==> images/placement_by_type.png <==
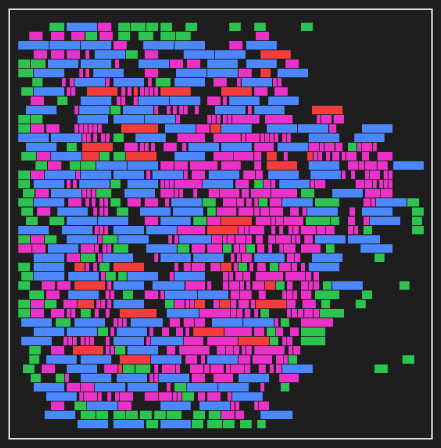
==> images/wires.png <==
The bar under the picture is 20 µm long.
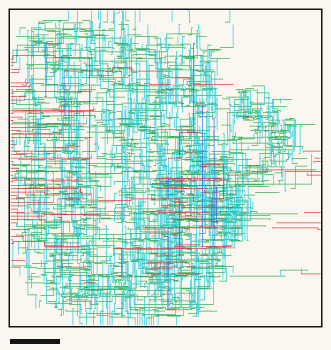
==> images/congestion.png <==
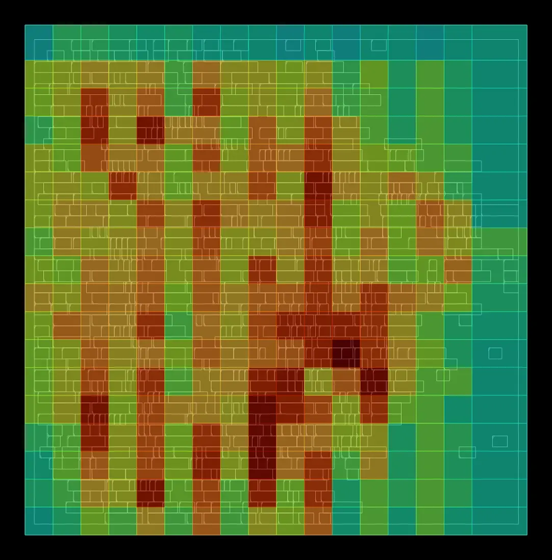
==> images/power_grid.png <==
The bar under the picture is 20 µm long. Pins as bars on the die edge.
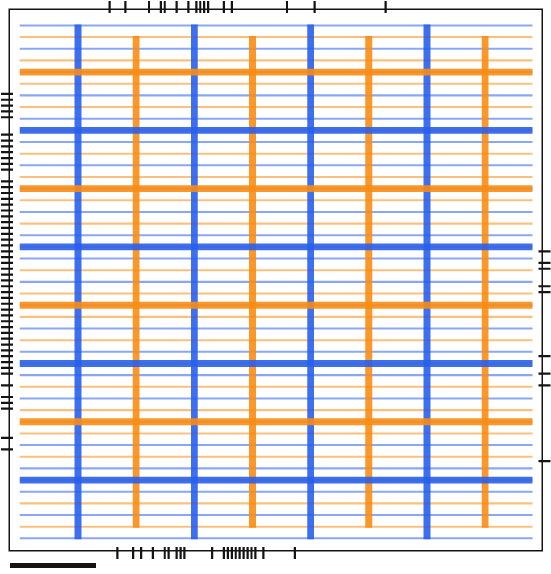
$ cat config.mk
export PLATFORM = sky130hd
export DESIGN_NAME = voice_allocator
export DESIGN_NICKNAME = d
export VERILOG_FILES = /design/src/rtl/voice_allocator.sv
export SDC_FILE = /design/constraint.sdc
export NUM_CORES = 1
export LEC_CHECK = 0
export CAP_MARGIN = 0
export CORE_AREA = 2 2 122 124
export DETAILED_ROUTE_END_ITERATION = 10
export DIE_AREA = 0 0 124 126
export PLACE_DENSITY = 0.77
export SETUP_SLACK_MARGIN = 0.4
export SLEW_MARGIN = 20
export SYNTH_ARGS = -nofsm -noshare
export SYNTH_HDL_FRONTEND = slang
export SYNTH_SLANG_ARGS = --single-unit
$ cat constraint.sdc
create_clock -name clk_i -period 2.4 [get_ports clk_i]
set_clock_uncertainty 0.1 [all_clocks]
set_input_delay 0.48 -clock clk_i [delete_from_list [all_inputs] [get_ports clk_i]]
set_output_delay 0.48 -clock clk_i [all_outputs]
set_load 0.02 [all_outputs]
$ cat src/rtl/voice_allocator.sv
// voice_allocator: polyphonic note scheduler. Accepts note-on/off events and
// assigns each to one of NUM_VOICES oscillator+ar voice slots. Idle voices are
// reused first; when every voice is busy the oldest one is stolen after a
// gate-low gap long enough for its envelope to release.
// Ports:
//   clk_i, rst_ni                     clock, async active-low reset
//   ev_valid_i / ev_ready_o           event handshake (ready only in IDLE)
//   ev_on_i, ev_note_i, ev_increment_i event payload
//   all_off_i                         panic: release every voice
//   voice_inc_o                       per-voice increment, voice i at [i*INC_W +: INC_W]
//   voice_gate_o                      per-voice gate
//   stolen_o                          1-cycle pulse when a voice is stolen
module voice_allocator #(
   parameter int unsigned NUM_VOICES = 4,
   parameter int unsigned NOTE_W     = 7,
   parameter int unsigned INC_W      = 16,
   parameter int unsigned GATE_GAP   = 512
) (
   input  logic                        clk_i,
   input  logic                        rst_ni,
   input  logic                        ev_valid_i,
   output logic                        ev_ready_o,
   input  logic                        ev_on_i,
   input  logic [NOTE_W-1:0]           ev_note_i,
   input  logic [INC_W-1:0]            ev_increment_i,
   input  logic                        all_off_i,
   output logic [NUM_VOICES*INC_W-1:0] voice_inc_o,
   output logic [NUM_VOICES-1:0]       voice_gate_o,
   output logic                        stolen_o
);

   localparam int unsigned IDX_W = $clog2(NUM_VOICES);
   localparam int unsigned CNT_W = $clog2(GATE_GAP + 1);

   typedef enum logic [1:0] {S_IDLE, S_SCAN, S_GAP, S_COMMIT} state_e;

   state_e                                state_q, state_d;
   logic                                  ready_q, ready_d;
   logic                                  on_q, on_d;
   logic [NOTE_W-1:0]                     note_q, note_d;
   logic [INC_W-1:0]                      inc_q, inc_d;
   logic [IDX_W-1:0]                      idx_q, idx_d;
   logic                                  match_vld_q, match_vld_d;
   logic [IDX_W-1:0]                      match_q, match_d;
   logic                                  free_vld_q, free_vld_d;
   logic [IDX_W-1:0]                      free_q, free_d;
   logic [IDX_W-1:0]                      oldest_q, oldest_d;
   logic [IDX_W-1:0]                      target_q, target_d;
   logic                                  drop_q, drop_d;
   logic [CNT_W-1:0]                      gap_cnt_q, gap_cnt_d;
   logic [NUM_VOICES-1:0]                 gate_q, gate_d;
   logic [NUM_VOICES-1:0][INC_W-1:0]      vinc_q, vinc_d;
   logic [NUM_VOICES-1:0][NOTE_W-1:0]     vnote_q, vnote_d;
   logic [NUM_VOICES-1:0][IDX_W-1:0]      age_q, age_d;
   logic                                  stolen_q, stolen_d;

   // Scan results including the voice examined this cycle
   logic                                  m_vld, f_vld;
   logic [IDX_W-1:0]                      m_idx, f_idx, o_idx;

   // Next-state and output logic
   always_comb begin
      state_d     = state_q;
      on_d        = on_q;
      note_d      = note_q;
      inc_d       = inc_q;
      idx_d       = idx_q;
      match_vld_d = match_vld_q;
      match_d     = match_q;
      free_vld_d  = free_vld_q;
      free_d      = free_q;
      oldest_d    = oldest_q;
      target_d    = target_q;
      drop_d      = drop_q;
      gap_cnt_d   = gap_cnt_q;
      gate_d      = gate_q;
      vinc_d      = vinc_q;
      vnote_d     = vnote_q;
      age_d       = age_q;
      stolen_d    = 1'b0;

      // Lowest index wins for match/free, so only the first hit is recorded
      m_vld = match_vld_q;
      m_idx = match_q;
      f_vld = free_vld_q;
      f_idx = free_q;
      o_idx = oldest_q;
      if (!match_vld_q && gate_q[idx_q] && (vnote_q[idx_q] == note_q)) begin
         m_vld = 1'b1;
         m_idx = idx_q;
      end
      if (!free_vld_q && !gate_q[idx_q]) begin
         f_vld = 1'b1;
         f_idx = idx_q;
      end
      if (age_q[idx_q] == IDX_W'(NUM_VOICES - 1)) begin
         o_idx = idx_q;
      end

      case (state_q)
         S_IDLE: begin
            if (ev_valid_i) begin
               on_d        = ev_on_i;
               note_d      = ev_note_i;
               inc_d       = ev_increment_i;
               idx_d       = '0;
               match_vld_d = 1'b0;
               free_vld_d  = 1'b0;
               state_d     = S_SCAN;
            end
         end
         S_SCAN: begin
            match_vld_d = m_vld;
            match_d     = m_idx;
            free_vld_d  = f_vld;
            free_d      = f_idx;
            oldest_d    = o_idx;
            if (idx_q == IDX_W'(NUM_VOICES - 1)) begin
               state_d = S_COMMIT;
               drop_d  = 1'b0;
               if (on_q) begin
                  if (m_vld) begin
                     target_d = m_idx;
                  end else if (f_vld) begin
                     target_d = f_idx;
                  end else begin
                     // Steal: silence the oldest voice for the gap first
                     target_d        = o_idx;
                     gate_d[o_idx]   = 1'b0;
                     stolen_d        = 1'b1;
                     gap_cnt_d       = '0;
                     state_d         = S_GAP;
                  end
               end else begin
                  target_d = m_idx;
                  drop_d   = !m_vld;
               end
            end else begin
               idx_d = idx_q + IDX_W'(1);
            end
         end
         S_GAP: begin
            if (gap_cnt_q == CNT_W'(GATE_GAP - 1)) begin
               state_d = S_COMMIT;
            end else begin
               gap_cnt_d = gap_cnt_q + CNT_W'(1);
            end
         end
         S_COMMIT: begin
            if (on_q) begin
               vinc_d[target_q]  = inc_q;
               vnote_d[target_q] = note_q;
               gate_d[target_q]  = 1'b1;
               // Move target to youngest; voices younger than it age by one
               for (int j = 0; j < int'(NUM_VOICES); j++) begin
                  if (age_q[j] < age_q[target_q]) begin
                     age_d[j] = age_q[j] + IDX_W'(1);
                  end
               end
               age_d[target_q] = '0;
            end else if (!drop_q) begin
               gate_d[target_q] = 1'b0;
            end
            state_d = S_IDLE;
         end
         default: state_d = S_IDLE;
      endcase

      // Panic overrides everything, including a same-cycle handshake
      if (all_off_i) begin
         gate_d   = '0;
         stolen_d = 1'b0;
         state_d  = S_IDLE;
      end

      ready_d = (state_d == S_IDLE);
   end

   // State and output registers
   always_ff @(posedge clk_i or negedge rst_ni) begin
      if (!rst_ni) begin
         state_q     <= S_IDLE;
         ready_q     <= 1'b1;
         on_q        <= 1'b0;
         note_q      <= '0;
         inc_q       <= '0;
         idx_q       <= '0;
         match_vld_q <= 1'b0;
         match_q     <= '0;
         free_vld_q  <= 1'b0;
         free_q      <= '0;
         oldest_q    <= '0;
         target_q    <= '0;
         drop_q      <= 1'b0;
         gap_cnt_q   <= '0;
         gate_q      <= '0;
         vinc_q      <= '0;
         vnote_q     <= '0;
         for (int i = 0; i < int'(NUM_VOICES); i++) begin
            age_q[i] <= IDX_W'(i);
         end
         stolen_q    <= 1'b0;
      end else begin
         state_q     <= state_d;
         ready_q     <= ready_d;
         on_q        <= on_d;
         note_q      <= note_d;
         inc_q       <= inc_d;
         idx_q       <= idx_d;
         match_vld_q <= match_vld_d;
         match_q     <= match_d;
         free_vld_q  <= free_vld_d;
         free_q      <= free_d;
         oldest_q    <= oldest_d;
         target_q    <= target_d;
         drop_q      <= drop_d;
         gap_cnt_q   <= gap_cnt_d;
         gate_q      <= gate_d;
         vinc_q      <= vinc_d;
         vnote_q     <= vnote_d;
         age_q       <= age_d;
         stolen_q    <= stolen_d;
      end
   end

   assign ev_ready_o   = ready_q;
   assign voice_inc_o  = vinc_q;
   assign voice_gate_o = gate_q;
   assign stolen_o     = stolen_q;

endmodule

==> run summary <==
Flow results are below.

- The total number of vias is 5157, for reference.
- The final standard cell area without fillers is 9180 µm², for reference.
- The mean instance size in the synthesized netlist is 11.3 µm², for reference.
- TritonRoute reported its final design rule violation total as 0.
- The layout cell share with drive strength beyond 1 is 25.6%, for reference.
- For the pin with the worst max-slew slack, the measured transition is 0.624 ns.
- The number of global-route vias before repair is 5579, for reference.
- Detailed placement reports a standard cell area of 8300 µm².
- The number of diodes is 0, for reference.
- The main flop type after synthesis is sky130_fd_sc_hd__dfrtp_1, for reference.
- The total tool warning count is 29, for reference.
- Per the final timing report, the hold violations number 0.
- Once synthesis finished, the tally of register bits stood at 155.
- The xor and xnor fraction of the mapped netlist area is 3.05%, for reference.
- In the final routing, the length of wire on met1 measures 7130 µm.
- The final max-slew violation count recorded for this run is 0.
- The maximum level of the CTS H-tree is 4, for reference.
- Per the placement log, port buffering inserted 97 buffers.
- After legalization and detailed placement, the total HPWL measured 11200 µm.
- The run finished with clean final reports.
- Using the TritonRoute via totals, the vias-per-cell ratio works out to 5.53.
- The largest area contributor in the synthesized netlist is sky130_fd_sc_hd__dfrtp_1, for reference.
- In this run, synthesis inferred 0 flip-flops with an integrated enable.
- Net switching is 27.4% of the power.
- The endpoint of the worst hold-timing path is voice_inc_o[7], for reference.
- Of the post-synthesis cell area, the dominant cell type holds 54.1%.
- The area of the core is 14300 µm², for reference.
- The number of nets in the synthesized netlist is 648, for reference.
- In the power breakdown, the internal column shows 4.94 mW.
- Entering global routing, the biggest net connects 43 pins.
- The root buffer cell is sky130_fd_sc_hd__clkbuf_16, for reference.
- In the final layout, the fill cell count is 1047.
- The chip occupies 15600 µm².
- The and-or/or-and share of the synthesized area is 6.17%, for reference.
- The global-route usage over all layers is 23.8%, for reference.
- The chip area estimate from yosys synthesis is 6930 µm², for reference.
- According to the hold report, the worst path is of the register to register type.
- The number of maximum-capacitance constraint violations is 0, for reference.
- VDD sags by at most 0.000470 V.
- The most frequent cell after synthesis is sky130_fd_sc_hd__nand2_1, for reference.
- The accumulated negative setup slack is 0 ns, for reference.
- Counting flops with an async set or reset pin after synthesis yields a share of 100%.
- The arrival time at the worst endpoint is 2.49 ns, for reference.
- The worst setup path category is register to register, for reference.
## Picture notes: placement_by_type.png
combinational and other logic -> magenta  # cells 431, share of their area 35%
remaining buffers and delay cells -> green  # cells 131, share of their area 15%
sequential cells -> blue  # cells 155, share of their area 43%
clock drivers and dummy loads -> red  # cells 32, share of their area 6.7%

## Picture notes: wires.png
metal 1 -> green  # wire length 7130 µm
metal 2 -> cyan  # wire length 8390 µm
metal 3 -> red  # wire length 1500 µm
metal 4 -> blue  # wire length 374 µm

## Picture notes: congestion.png
Post-Route Utilization: 64.1%
met1 GRT Util: 30.7%

## Picture notes: power_grid.png
VSS -> blue
VDD -> orange
signal pins = 98
rows = 44
die width: 124 µm
height of the chip: 126 µm

-- how the worst max path moves through the flow --
stage	start	end	slack, ns	depth (start not counted)
after global placement	idx_q[0]	stolen_o	0.16	8
after global routing	idx_q[0]	match_q[1]	-0.005	6
after floorplan	idx_q[0]	match_q[0]	0.19	6
after detailed placement	idx_q[0]	stolen_o	0.07	8
final	idx_q[0]	target_q[1]	0.11	7
after CTS	idx_q[0]	match_q[0]	0.12	6
-- layout by cell type, fill, tap and decap left out, types with 7 or more instances in the layout --
cell and instances:
sky130_fd_sc_hd__nor2_1 29, sky130_fd_sc_hd__o21ai_0 9, sky130_fd_sc_hd__a21oi_1 13, sky130_fd_sc_hd__nand2_1 162
sky130_fd_sc_hd__nor2b_1 7, sky130_fd_sc_hd__dlymetal6s2s_1 22, sky130_fd_sc_hd__buf_4 24, sky130_fd_sc_hd__inv_1 9
sky130_fd_sc_hd__dfrtp_1 146, sky130_fd_sc_hd__clkbuf_16 17, sky130_fd_sc_hd__dlygate4sd2_1 22, sky130_fd_sc_hd__clkdlybuf4s50_1 52
sky130_fd_sc_hd__nand3_1 8, sky130_fd_sc_hd__xnor2_2 7, sky130_fd_sc_hd__mux2_2 72, sky130_fd_sc_hd__mux4_2 9
-- stage by stage --
stage	std cells	utilization [%]	hold WS, ns	worst slack [ns]
6_report	933	64.1	0.372	0.106
5_1_grt	933	64.1	0.404	-0.00497
4_1_cts	931	63.0	0.377	0.120
3_5_place_dp	891	58.0	0.332	0.0726
3_3_place_gp	891	58.0	0.330	0.160
2_1_floorplan	614	-	0.0844	0.187
-- cell type report --
| cell class | instances | area [µm²] | share of cell area (%) |
|---|---|---|---|
| inverter | 10 | 42.5 | 0.463 |
| clock inverter | 11 | 135 | 1.47 |
| multi-input combinational | 421 | 3080 | 33.5 |
| timing repair buffer | 131 | 1340 | 14.6 |
| clock buffer | 21 | 460 | 5.02 |
| sequential | 155 | 3890 | 42.4 |
| tap | 184 | 230 | 2.51 |
-- registers in the layout (all words and copies together), names as in the netlist, 2 cells and up --
register	count
state_q	2
gap_cnt_q	10
idx_q	2
oldest_q	2
inc_q	16
target_q	2
voice_inc_o	64
age_q	8
voice_gate_o	4
note_q	7
match_q	2
free_q	2
vnote_q	28
-- power groups by stage --
stage               Combinational [mW]  Sequential (mW)  Clock (mW)
global route                      1.11             3.11        2.85
finish                            1.02             3.08        2.70
CTS                               1.02             3.07        2.73
detailed placement               0.996             3.12           0
global placement                 0.961             3.10           0
floorplan                        0.568             3.10           0
-- what timing repair did --
item	in CTS	in global routing
endpoints found under the hold margin	33	0
setup endpoints to repair	75	64
hold buffers	1	0
resized	43	38
setup buffers	6	2
cloned	1	0
pin swaps	12	10
-- critical path: stages (launching register included) --
cell	delay (ns)
sky130_fd_sc_hd__dfrtp_1	0.38
sky130_fd_sc_hd__buf_6	0.16
sky130_fd_sc_hd__mux4_2	0.54
sky130_fd_sc_hd__xnor2_2	0.18
sky130_fd_sc_hd__nand4_1	0.22
sky130_fd_sc_hd__nor2_4	0.23
sky130_fd_sc_hd__mux2i_1	0.27
sky130_fd_sc_hd__o21ai_1	0.09
No activity file was given, so power comes from the tool's default toggle rates.
